`config.mk`:
```
export PLATFORM = sky130hd
export DESIGN_NAME = tx_char_replace_gen
export DESIGN_NICKNAME = d
export VERILOG_FILES = /design/src/rtl/tx_char_replace_gen.sv
export SDC_FILE = /design/constraint.sdc
export NUM_CORES = 1
export LEC_CHECK = 0
export CORE_MARGIN = 1
export CORE_UTILIZATION = 60
export CTS_BUF_LIST = sky130_fd_sc_hd__clkbuf_16
export DETAILED_ROUTE_END_ITERATION = 16
export GPL_TIMING_DRIVEN = 0
export PLACE_DENSITY = 0.87
export SKIP_LAST_GASP = 1
export SLEW_MARGIN = 5
export SYNTH_ARGS = -nofsm -noshare
export SYNTH_HDL_FRONTEND = slang
export SYNTH_SLANG_ARGS = --single-unit
export TNS_END_PERCENT = 1
```
`constraint.sdc`:
```
create_clock -name CLK -period 10.25 [get_ports CLK]
set_input_delay 1.025 -clock CLK [delete_from_list [all_inputs] [get_ports CLK]]
set_output_delay 1.025 -clock CLK [all_outputs]
set_load 0.05 [all_outputs]
```
`src/rtl/tx_char_replace_gen.sv`:
```
// JESD204B transmit character replacement: tracks frame/multiframe position and swaps frame-end
// octets for /F/ (K28.7) or /A/ (K28.3). Optional macro JESD_TX_CHAR_REPLACE_SCR_EN adds the scrambled rule.

module tx_char_replace_gen #(
    parameter int W = 4
) (
    input  logic           CLK,
    input  logic           RST_n,
    input  logic           EN,
    input  logic [7:0]     F,
    input  logic [4:0]     K,
    input  logic           SCR,
    input  logic [W-1:0]   DI_K,
    input  logic [W*8-1:0] DI,
    output logic [W-1:0]   DO_K,
    output logic [W*8-1:0] DO,
    output logic [W-1:0]   FE_O,
    output logic [W-1:0]   ME_O
);

    localparam logic [7:0] CHAR_F = 8'hFC;
    localparam logic [7:0] CHAR_A = 8'h7C;

    logic [7:0]     octBase_q, octBase_d;
    logic [4:0]     frmBase_q, frmBase_d;
    logic [W-1:0]   feLane, meLane, eqF, eqA;

    logic           en1_q;
    logic [W*8-1:0] di1_q;
    logic [W-1:0]   dik1_q, fe1_q, me1_q, eqF1_q, eqA1_q;

    logic [W*8-1:0] doData_q, doData_d;
    logic [W-1:0]   doK_q, doK_d, feOut_q, feOut_d, meOut_q, meOut_d;
    logic [7:0]     lastFe_q, lastFe_d;
    logic           lastValid_q, lastValid_d, lastRepl_q, lastRepl_d;

    logic           scrMode;

`ifdef JESD_TX_CHAR_REPLACE_SCR_EN
    logic scr1_q;

    always_ff @(posedge CLK) begin
        if (!RST_n) begin
            scr1_q <= 1'b0;
        end else begin
            scr1_q <= SCR;
        end
    end

    assign scrMode = scr1_q;
`else
    logic unusedScr;
    assign unusedScr = SCR;
    assign scrMode   = 1'b0;
`endif

    // Walk lane positions forward from the beat base; flags are masked while the link is idle.
    always_comb begin : stage1Positions
        logic [7:0] oct;
        logic [4:0] frm;
        oct    = octBase_q;
        frm    = frmBase_q;
        feLane = '0;
        meLane = '0;
        eqF    = '0;
        eqA    = '0;
        for (int i = 0; i < W; i++) begin
            eqF[i] = (DI[i*8 +: 8] == CHAR_F);
            eqA[i] = (DI[i*8 +: 8] == CHAR_A);
            if (oct == F) begin
                feLane[i] = EN;
                meLane[i] = EN && (frm == K);
                oct       = '0;
                frm       = (frm == K) ? '0 : frm + 5'd1;
            end else begin
                oct = oct + 8'd1;
            end
        end
        octBase_d = EN ? oct : '0;
        frmBase_d = EN ? frm : '0;
    end

    always_ff @(posedge CLK) begin
        if (!RST_n) begin
            octBase_q <= '0;
            frmBase_q <= '0;
            en1_q     <= 1'b0;
            di1_q     <= '0;
            dik1_q    <= '0;
            fe1_q     <= '0;
            me1_q     <= '0;
            eqF1_q    <= '0;
            eqA1_q    <= '0;
        end else begin
            octBase_q <= octBase_d;
            frmBase_q <= frmBase_d;
            en1_q     <= EN;
            di1_q     <= DI;
            dik1_q    <= DI_K;
            fe1_q     <= feLane;
            me1_q     <= meLane;
            eqF1_q    <= eqF;
            eqA1_q    <= eqA;
        end
    end

    // History chains lane by lane so several frame ends in one beat see each other.
    always_comb begin : stage2Replace
        logic [7:0] hFe;
        logic       hValid;
        logic       hRepl;
        logic [7:0] octI;
        logic       isRepl;
        logic       isA;
        hFe      = lastFe_q;
        hValid   = lastValid_q;
        hRepl    = lastRepl_q;
        octI     = '0;
        isRepl   = 1'b0;
        isA      = 1'b0;
        doData_d = di1_q;
        doK_d    = dik1_q;
        feOut_d  = fe1_q;
        meOut_d  = me1_q;
        for (int i = 0; i < W; i++) begin
            octI   = di1_q[i*8 +: 8];
            isRepl = 1'b0;
            isA    = 1'b0;
            if (fe1_q[i]) begin
                if (!dik1_q[i]) begin
                    if (scrMode) begin
                        if (!me1_q[i] && eqF1_q[i]) begin
                            isRepl = 1'b1;
                        end else if (me1_q[i] && eqA1_q[i]) begin
                            isRepl = 1'b1;
                            isA    = 1'b1;
                        end
                    end else if (hValid && (octI == hFe)) begin
                        if (me1_q[i]) begin
                            isRepl = 1'b1;
                            isA    = 1'b1;
                        end else if (!hRepl) begin
                            isRepl = 1'b1;
                        end
                    end
                end
                if (isRepl) begin
                    doData_d[i*8 +: 8] = isA ? CHAR_A : CHAR_F;
                    doK_d[i]           = 1'b1;
                end
                hFe    = octI;
                hValid = 1'b1;
                hRepl  = isRepl;
            end
        end
        lastFe_d    = en1_q ? hFe    : '0;
        lastValid_d = en1_q ? hValid : 1'b0;
        lastRepl_d  = en1_q ? hRepl  : 1'b0;
    end

    always_ff @(posedge CLK) begin
        if (!RST_n) begin
            doData_q    <= '0;
            doK_q       <= '0;
            feOut_q     <= '0;
            meOut_q     <= '0;
            lastFe_q    <= '0;
            lastValid_q <= 1'b0;
            lastRepl_q  <= 1'b0;
        end else begin
            doData_q    <= doData_d;
            doK_q       <= doK_d;
            feOut_q     <= feOut_d;
            meOut_q     <= meOut_d;
            lastFe_q    <= lastFe_d;
            lastValid_q <= lastValid_d;
            lastRepl_q  <= lastRepl_d;
        end
    end

    assign DO   = doData_q;
    assign DO_K = doK_q;
    assign FE_O = feOut_q;
    assign ME_O = meOut_q;

endmodule

```
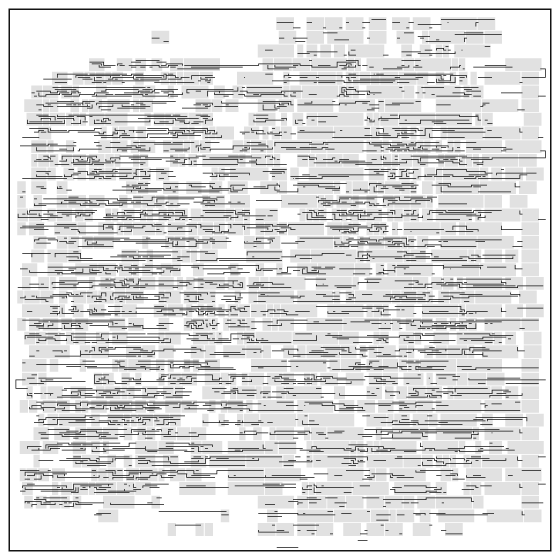
(images/m1.png)
Cells faint in the background.
wire length on this layer = 7,170 um
share of all routed wire = 41%
main direction = horizontal
nets with wire on the layer = 898
longest straight run = 31.3 um

==> flow_metrics.tcl <==
# flow metrics
set metrics [dict create \
    num_rows 38 \
    synthArstFlopShare_pct 0 \
    powerDensity_nw_per_um2 122 \
    maxCapViolCount 0 \
    simple_gate_area_share_pct 28.5 \
    critical_path_class "in2reg" \
    wire_per_inst_um 16.6 \
    layout_top_cell "nor2_1" \
    rsz0062_at_grt "no" \
    ctsResizeCount 0 \
    max_freq_mhz 164 \
    hp-class "reg2reg" \
    syn_area_per_cell_um2 8.17 \
    grt_max_degree 20 \
    floorplan.core_util_pct 61.5 \
    critical_path.max_stage_delay_ps 400 \
    synth_chip_area_um2 6670 \
    worst_setup_path_end_kind "flip-flop" \
    status "finished, final reports clean" \
    dp_hpwl_um 13000 \
    nets 971 \
    synth_top_flop_cell "dfxtp_1" \
    cp.buffers_inverters 3 \
    cp_cell_sequence "buf_2, xnor2_1, nand4_1, nor2_1, buf_2, nor2_1, ha_1, nand4b_1, o21ai_0, a211oi_1, nor2_1, a211o_1, nor4_2, nand2_1, a2111oi_2, and2_1, buf_4, or2b_4, and3_4, o211ai_4, and3_4, a311o_1" \
    path_delay_family "simple AND/OR/NAND/NOR gates" \
    syn2layout_area_growth_pct 19.6 \
    critPathMostFrequentCell "nor2_1" \
    drc_errors 0 \
    layout_top_cells "nor2_1 (134), dfxtp_1 (112), clkdlybuf4s50_1 (83), xnor2_1 (57), and2_1 (55)" \
    total_power_mw 0.974 \
    critPathArrivalTime_ps 6330 \
    ant_nets 0 \
    drive_above_1_share_pct 8.52 \
    top_area_share_pct 33.6 \
    critical_path.startpoint "F[4]" \
    synthAoiAreaFrac_pct 16.3 \
    cts_buffers 9 \
    synth-xor-area-share_pct 11.2 \
    root_buffer "clkbuf_16" \
    ys_seq_share_pct 33.6 \
    hold_ws_ps 464 \
    cp-endpoint "frmBase_q[2]$_SDFF_PN0_" \
    synth_flops 112 \
    path_max_fanout 10 \
    grt_pass1_vias 5853 \
    ys_cells 816 \
    antenna_cells 0 \
    ys_warn_count 0 \
    edf_count 0 \
    common_cells "nor2_1 (134), dfxtp_1 (112), xnor2_1 (57)" \
    timing.final.crit_share_pct 59.4 \
    hold_viol_final 0 \
    reg2reg_depth 22 \
    drt_first_pass_iters 5 \
    cts_tree "done" \
    period_minus_slack_ps 6090 \
    peakVddDrop_v 0.000115 \
    clkSinkCount 112 \
    setup_viol 0 \
    ios 97 \
    area_leaders "dfxtp_1 (34%), nor2_1 (7.5%), xnor2_1 (7.5%)" \
    die_w_um 107 \
    synth_area_leader_cell "dfxtp_1" \
    slowest_stage "nor4_2" \
    place_congestion 0.985 \
    cts_hold_buffers 0 \
    viasPerCell 5.89 \
    antenna_found_initial 0 \
    syn_area_um2 6670 \
    startpoint_type "primary input" \
    coreArea_um2 10800 \
    r2r-end "frmBase_q[2]$_SDFF_PN0_" \
    mux_share_pct 2.98 \
    path_depth 22 \
    logic_family "simple AND/OR/NAND/NOR gates" \
    chip_area_um2 11500 \
    grt.overflow.total 0 \
    vias 6219 \
    p_leak_nw 3.11 \
    portBuffers 83 \
    finalMaxSlewViolations 0 \
    htreeDepth 3 \
    relSlewSlack_pct 41.1 \
    r2r_slack_ps 4290 \
    worst_pin_slew_ps 882 \
    adder_share_pct 1.50 \
    pre_cts_ws_ps 3890 \
]
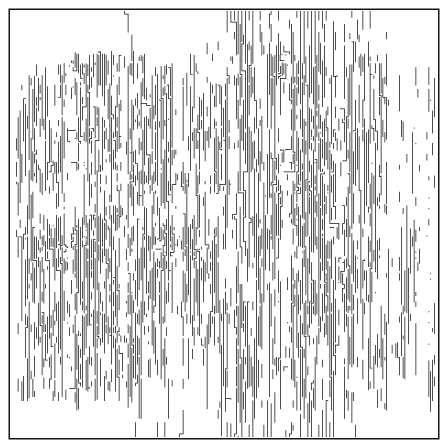
(images/m2.png)
longest straight run = 41.1 um
share of all routed wire = 50%

==> metrics by stage <==
step | instance area, um^2 | utilization (%) | instances
after floorplan | 6670 | - | 816
after global placement | 7670 | 70.8 | 1039
after detailed placement | 7670 | 70.8 | 1039
after CTS | 7980 | 73.6 | 1055
after global routing | 7980 | 73.6 | 1055
final | 7980 | 73.6 | 1055
==> how the worst min path moves through the flow <==
stage | slack (ps) | endpoint | start
final | 460 | DO_K[2]$_SDFF_PN0_ | dik1_q[2]$_SDFF_PN0_
after global routing | 480 | DO_K[2]$_SDFF_PN0_ | dik1_q[2]$_SDFF_PN0_
after CTS | 470 | DO_K[3]$_SDFF_PN0_ | dik1_q[3]$_SDFF_PN0_
after detailed placement | 450 | DO_K[3]$_SDFF_PN0_ | dik1_q[3]$_SDFF_PN0_
after global placement | 440 | DO_K[2]$_SDFF_PN0_ | dik1_q[2]$_SDFF_PN0_
after floorplan | 410 | DO[15]$_SDFF_PN0_ | me1_q[1]$_SDFF_PN0_
==> layer usage <==
metal	track usage, %	vias to the layer above	part of all wire, %
met5	0	-	0
met3	3.69	52	6.2
met1	36.8	2878	41
met2	54.8	241	50
li1	-	3048	-
met4	15.6	0	2.9
==> area by class of cell <==
| cell class | count | area (um^2) |
|---|---|---|
| Clock buffer | 9 | 225 |
| Fill cell | 826 | 2860 |
| Clock inverter | 7 | 78.8 |
| Tap cell | 140 | 175 |
| Inverter | 27 | 101 |
| Timing Repair Buffer | 83 | 831 |
| Buffer | 54 | 289 |
| Sequential cell | 112 | 2240 |
| Multi-Input combinational cell | 623 | 4040 |
==> power by group <==
group / internal [mW] / leakage (nW) / switching, mW
logic: 0.0681 / 2.03 / 0.0906
clock network: 0.193 / 0.155 / 0.159
registers: 0.450 / 0.919 / 0.0133
total: 0.711 / 3.11 / 0.263
Power and IR drop assume default switching activity.
